==> images/flops_by_reg.png <==
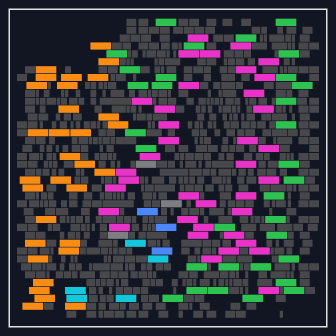
==> images/logic_types.png <==
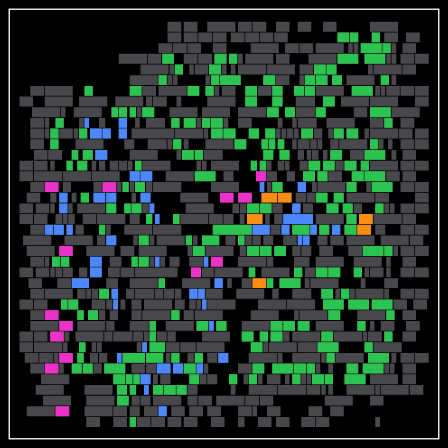
==> images/clocks.png <==
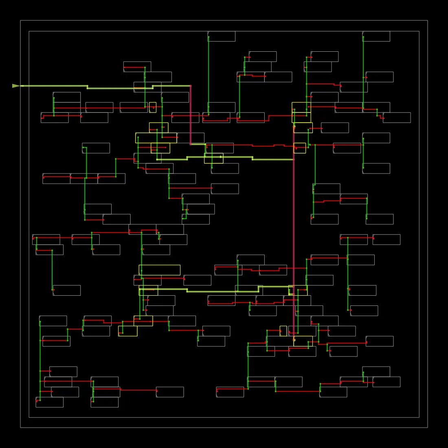
==> images/detail.png <==
Window x 2 to 52, y 57 to 107 um. Cells in grey, sequential cells in the stronger grey; small squares are vias.
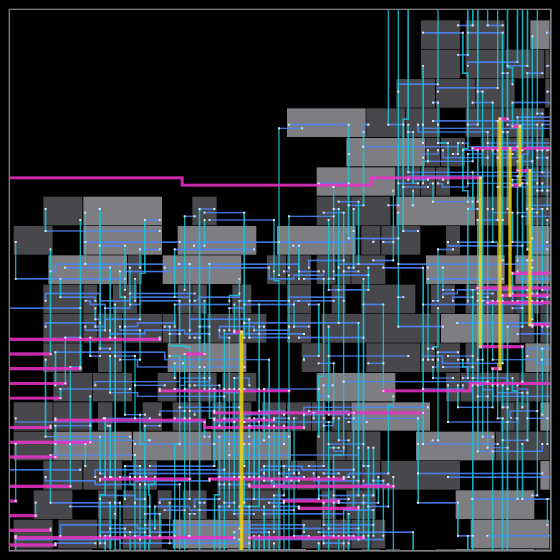
==> src/rtl/core_pkg.sv <==
// rtl/core_pkg.sv - shared core constants, load encodings and writeback entry type
package core_pkg;

  localparam int XLEN   = 32;
  localparam int REG_AW = 5;

  localparam logic [2:0] F3_LB  = 3'b000;
  localparam logic [2:0] F3_LH  = 3'b001;
  localparam logic [2:0] F3_LW  = 3'b010;
  localparam logic [2:0] F3_LBU = 3'b100;
  localparam logic [2:0] F3_LHU = 3'b101;

  typedef struct packed {
    logic [REG_AW-1:0] rd;
    logic [XLEN-1:0]   data;
  } wb_entry_t;

endpackage

==> src/rtl/load_extend.sv <==
// rtl/load_extend.sv - combinational byte/half/word select and sign/zero extension of load data
module load_extend
  import core_pkg::*;
(
  input  logic [XLEN-1:0] ld_data,
  input  logic [2:0]      ld_funct3,
  input  logic [1:0]      ld_addr_lo,
  output logic [XLEN-1:0] data,
  output logic            err
);

  logic [7:0]  b;
  logic [15:0] h;

  assign b = ld_data[{ld_addr_lo, 3'b000} +: 8];
  assign h = ld_data[{ld_addr_lo[1], 4'b0000} +: 16];

  always_comb begin
    data = '0;
    err  = 1'b0;
    case (ld_funct3)
      F3_LB:   data = {{(XLEN-8){b[7]}}, b};
      F3_LBU:  data = {{(XLEN-8){1'b0}}, b};
      F3_LH:   data = {{(XLEN-16){h[15]}}, h};
      F3_LHU:  data = {{(XLEN-16){1'b0}}, h};
      F3_LW:   data = ld_data;
      default: err = 1'b1;
    endcase
  end

endmodule

==> src/rtl/regfile_writeback.sv <==
// rtl/regfile_writeback.sv - regfile write port arbiter for ALU and load results with pending-load scoreboard
module regfile_writeback
  import core_pkg::*;
#(
  parameter int XLEN     = core_pkg::XLEN,
  parameter int NREG     = 32,
  parameter int MAX_WAIT = 4
) (
  input  logic              clk,
  input  logic              rst,
  input  logic              alu_valid,
  input  logic [REG_AW-1:0] alu_rd,
  input  logic [XLEN-1:0]   alu_result,
  output logic              alu_stall,
  input  logic              ld_valid,
  output logic              ld_ready,
  input  logic [REG_AW-1:0] ld_rd,
  input  logic [XLEN-1:0]   ld_data,
  input  logic [2:0]        ld_funct3,
  input  logic [1:0]        ld_addr_lo,
  input  logic              iss_valid,
  input  logic [REG_AW-1:0] iss_rd,
  output logic              we,
  output logic [REG_AW-1:0] wa,
  output logic [XLEN-1:0]   write,
  output logic [NREG-1:0]   pending,
  output logic              ld_err
);

  localparam int WAIT_W = $clog2(MAX_WAIT + 1);

  logic              hold_valid;
  wb_entry_t         hold;
  logic [WAIT_W-1:0] wait_cnt;

  logic [XLEN-1:0] ext_data;
  logic            ext_err;
  logic            alu_need;
  logic            starved;
  logic            load_win;
  logic            alu_win;
  logic            accept;
  logic [NREG-1:0] pending_nxt;

  load_extend u_load_extend (
    .ld_data    (ld_data),
    .ld_funct3  (ld_funct3),
    .ld_addr_lo (ld_addr_lo),
    .data       (ext_data),
    .err        (ext_err)
  );

  assign alu_need  = alu_valid && (alu_rd != '0);
  assign starved   = hold_valid && (wait_cnt >= WAIT_W'(MAX_WAIT));
  assign load_win  = hold_valid && (starved || !alu_need);
  assign alu_win   = alu_need && !load_win;
  assign alu_stall = rst && alu_need && load_win;
  assign ld_ready  = rst && !hold_valid;
  assign accept    = ld_valid && ld_ready;

  // Clear on load writeback first so a same-edge re-issue keeps the bit set.
  always_comb begin
    pending_nxt = pending;
    if (load_win)
      pending_nxt[hold.rd] = 1'b0;
    if (iss_valid && (iss_rd != '0))
      pending_nxt[iss_rd] = 1'b1;
    pending_nxt[0] = 1'b0;
  end

  always_ff @(posedge clk) begin
    if (!rst) begin
      we         <= 1'b0;
      wa         <= '0;
      write      <= '0;
      pending    <= '0;
      ld_err     <= 1'b0;
      hold_valid <= 1'b0;
      hold       <= '0;
      wait_cnt   <= '0;
    end else begin
      pending <= pending_nxt;
      ld_err  <= accept && ext_err;
      if (load_win) begin
        we         <= 1'b1;
        wa         <= hold.rd;
        write      <= hold.data;
        hold_valid <= 1'b0;
        wait_cnt   <= '0;
      end else if (alu_win) begin
        we    <= 1'b1;
        wa    <= alu_rd;
        write <= alu_result;
        if (hold_valid && (wait_cnt < WAIT_W'(MAX_WAIT)))
          wait_cnt <= wait_cnt + 1'b1;
      end else begin
        we <= 1'b0;
      end
      // ld_ready implies the hold is empty, so this never collides with a drain.
      if (accept && (ld_rd != '0)) begin
        hold_valid <= 1'b1;
        hold.rd    <= ld_rd;
        hold.data  <= ext_data;
      end
    end
  end

endmodule

==> config.mk <==
export PLATFORM = sky130hd
export DESIGN_NAME = regfile_writeback
export DESIGN_NICKNAME = d
export VERILOG_FILES = /design/src/rtl/core_pkg.sv /design/src/rtl/load_extend.sv /design/src/rtl/regfile_writeback.sv
export SDC_FILE = /design/constraint.sdc
export NUM_CORES = 1
export LEC_CHECK = 0
export CORE_MARGIN = 2
export CORE_UTILIZATION = 50
export DETAILED_ROUTE_END_ITERATION = 8
export GPL_ROUTABILITY_DRIVEN = 0
export HOLD_SLACK_MARGIN = 0.1
export PLACE_DENSITY = 0.8
export SLEW_MARGIN = 10
export SYNTH_ARGS = -nofsm -noshare
export SYNTH_HDL_FRONTEND = slang
export SYNTH_SLANG_ARGS = --single-unit
==> constraint.sdc <==
create_clock -name clk -period 2.2 [get_ports clk]
set_input_delay 0.22 -clock clk [delete_from_list [all_inputs] [get_ports clk]]
set_output_delay 0.22 -clock clk [all_outputs]
set_load 0.01 [all_outputs]
==> flow_metrics.py <==
# Auto-generated metrics
metrics = {
    "yosys": {
        "topCombFamilyByArea": "AND-OR/OR-AND gates",
        "synthMuxAreaShare_pct": 1.14,
        "yosysChipArea_sq_um": 5510,
        "synth_area_sq_um": 5510,
        "async_flop_share_pct": 0,
        "synth.distinct_cells": 61,
        "xor_share_pct": 0,
        "synthAoiAreaFrac_pct": 31.7,
        "ys_cells": 625,
        "numSynthFlops": 111,
        "common_cells": "113 x nand2_1, 111 x dfxtp_1, 35 x a31oi_1",
        "ff_type": "dfxtp_1",
        "synthCells": 625,
        "top_cell_area_share_pct": 40.3,
        "ys_top_cells_by_area": "dfxtp_1 40%, nand2_1 7.7%, o221ai_2 5.4%",
        "yosys.area_share.adder_pct": 0.227,
        "ys_seq_share_pct": 40.3,
        "synth-edff-count": 0,
        "yosys_warnings": 0,
        "syn-num-nets": 715,
    },
    "final_timing": {
        "fin_crit_sh_pct": 92.4,
        "finalSetupViolCount": 0,
        "fin_ws_ps": 168,
        "hold_viol_final": 0,
        "finalSetupTns_ps": 0,
        "relSlewSlack_pct": 44.5,
        "timing.hold.ws_ps": 327,
        "fmax_mhz": 492,
        "slew_violations": 0,
        "tightest_slew_ps": 832,
        "rsz0062_at_grt": "false",
    },
    "setup_path": {
        "crit_end": "alu_stall",
        "cpMaxStageDelayCell": "clkdlybuf4s50_1",
        "rr_worst_depth": 5,
        "worst_path_most_repeated_cell": "clkdlybuf4s50_1",
        "cp.required_ps": 1980,
        "r2r_start": "hold_valid",
        "r2r-end": "pending[22]",
        "crit_buf_inv": 2,
        "crit_path_start_kind": "input port",
        "path_cells": "clkdlybuf4s50_1, or3_4, o21ai_2, nor3_1, clkdlybuf4s50_1",
        "cp.depth": 5,
        "path_class": "input port to primary output",
        "critPathMaxFanout": 5,
        "end_kind": "primary output",
        "slowest_delay_ps": 490,
        "critPathTopFamily": "buffers and inverters",
    },
    "drt": {
        "ant_nets": 0,
        "first_iter_violations": 482,
        "vias": 5735,
        "remaining_drc_errors": 0,
        "finalWirelength_mm": 18.1,
        "wl_per_cell_um": 19.8,
        "dr.pass1.iters": 5,
    },
    "placed_design": {
        "place_area_sq_um": 7310,
        "place_ws_ps": -63.6,
        "placed_cells": 900,
    },
    "cts": {
        "clk_latency_ps": 370,
        "clock-root-buffer": "clkbuf_8",
        "cts_post_setup_buffers_inserted": 0,
        "clk_path_buf_depth": 2,
        "cts_tree": "built",
        "cts_sinks": 111,
        "ctsResizeCount": 0,
        "cts_htree_levels": 3,
        "clk_pin_slew_worst_paths_ps": 100,
    },
    "flow_run": {
        "max_cap_violations": 0,
        "warning_count": 26,
    },
    "final_layout": {
        "fillCellCount": 831,
        "stdcell_count": 916,
        "seq_area_sq_um": 2220,
        "logic_area_sq_um": 2980,
        "design_area_sq_um": 7550,
        "fin_util_pct": 69.9,
        "nNetsFinal": 861,
        "drive_gt1_share_pct": 11.9,
        "antenna_cells": 0,
    },
    "pwr": {
        "maxPowerGroup": "sequential cells",
        "p_int_mw": 3.24,
        "switching_share_pct": 27.2,
        "p_clk_share_pct": 31.4,
        "pwr-share-seq_pct": 48.5,
        "switchingPower_mw": 1.21,
        "pg_seq_mw": 2.16,
        "power_mw": 4.44,
        "powerClk_mw": 1.39,
        "power.density_nw_per_um2": 589,
        "ir_drop_uv": 372,
        "leakagePower_nw": 2.58,
    },
    "floorplan": {
        "die.size.y_um": 109,
        "fp_util_pct": 51.1,
        "die_x_um": 109,
        "die-area_sq_um": 11900,
        "core_area_sq_um": 10800,
        "placementRows": 38,
    },
    "status": {
        "status": "finished clean",
    },
    "min_path": {
        "min_path_cells": 3,
        "hold_start": "rst",
        "min_path_type": "input port to flop",
    },
    "grt": {
        "grt_pass1_wl_mm": 28.0,
        "grt_antenna_before_repair": 0,
        "grt_overflow": 0,
        "grt_usage_pct": 29.9,
        "grt_max_degree": 45,
    },
}
-- flops_by_reg.png (at the start) --
- blue: `wait_cnt` (sequential cells 3)
- cyan: `wa` (sequential cells 5)
- magenta: `hold` (sequential cells 37)
- green: `write` (sequential cells 32)
- orange: `pending` (sequential cells 31; where a vertical strip on the left)
- not coloured: 3

-- logic_types.png (at the start) --
- green: inverting AOI/OAI gates (cells 197; most used a31oi_1; where spread over the die)
- orange: multiplexers (cells 6; most used mux2i_1)
- magenta: AND-OR and OR-AND gates (cells 14; most used a32o_1)
- blue: NOR gates (cells 50; most used nor2_1)

-- clocks.png (at the start) --
CTS Buf Count: 9
clock skew: 7.68 ps

-- detail.png (at the start) --
- yellow: metal 4
- cyan: metal 2
- magenta: metal 3
- blue: metal 1
- most frequent: clkdlybuf4s50_1 (29), nand2_1 (27), dfxtp_1 (22)
- cells with their middle in the window: 145
- sequential cells in the window: 22
- netlist names of flops here include: `pending` (15), `write` (5), `hold` (2)

## cells in the final DEF, fill, tap and decap left out, types with 3 or more instances in the layout
cell type	synthesis	final
o21ai_1	4	4
nor4_1	3	3
a22oi_1	8	8
buf_12	0	4
nor4b_1	6	6
nand2_1	113	113
mux2i_1	4	4
o221ai_2	20	20
a32o_1	11	11
a211oi_1	18	18
dfxtp_1	111	111
a31oi_1	35	35
nand4_1	11	11
buf_4	3	31
nor2b_1	9	9
a221oi_1	10	10
inv_1	9	9
nor3_1	6	6
clkdlybuf4s50_1	0	159
nand3_1	26	26
and3b_1	4	4
nor2_1	13	13
o21ai_0	16	16
a2bb2oi_1	3	3
o211ai_1	10	10
o2bb2ai_1	28	28
clkbuf_8	0	11
nor3b_1	8	8
a21oi_1	11	11
o22ai_1	9	9
o221ai_1	12	12
nand2b_1	10	10
## area by class of cell
type,count,area share [%]
clock inverters,5,1.04
flip-flops and latches,111,29.4
clock buffers,11,2.01
inverters,9,0.448
repair buffers,195,25.3
multi-input cells,445,39.4
well taps,140,2.32
## flip-flops by register name, indices dropped and copies added (netlist names)
signal      cells
we              1
hold           37
wait_cnt        3
ld_err          1
write          32
wa              5
pending        31
hold_valid      1
## metal layers
metal | track usage [%] | part of all wire (%) | wire, um | vias up
met5 | 0 | 0 | 0 | -
met3 | 6.04 | 9.3 | 1680 | 44
met2 | 50.8 | 48 | 8610 | 305
met1 | 37.6 | 40 | 7280 | 2704
li1 | - | - | - | 2682
met4 | 10.3 | 3.0 | 552 | 0
## worst reg2reg max path: cells and delay by family (launching register included)
| kind | cells | cell delay [ps] |
|---|---|---|
| flops | 1 | 540 |
| simple gates | 2 | 690 |
| buf+inv | 2 | 260 |
| compound gates | 1 | 320 |
No activity file was given, so power comes from the tool's default toggle rates.
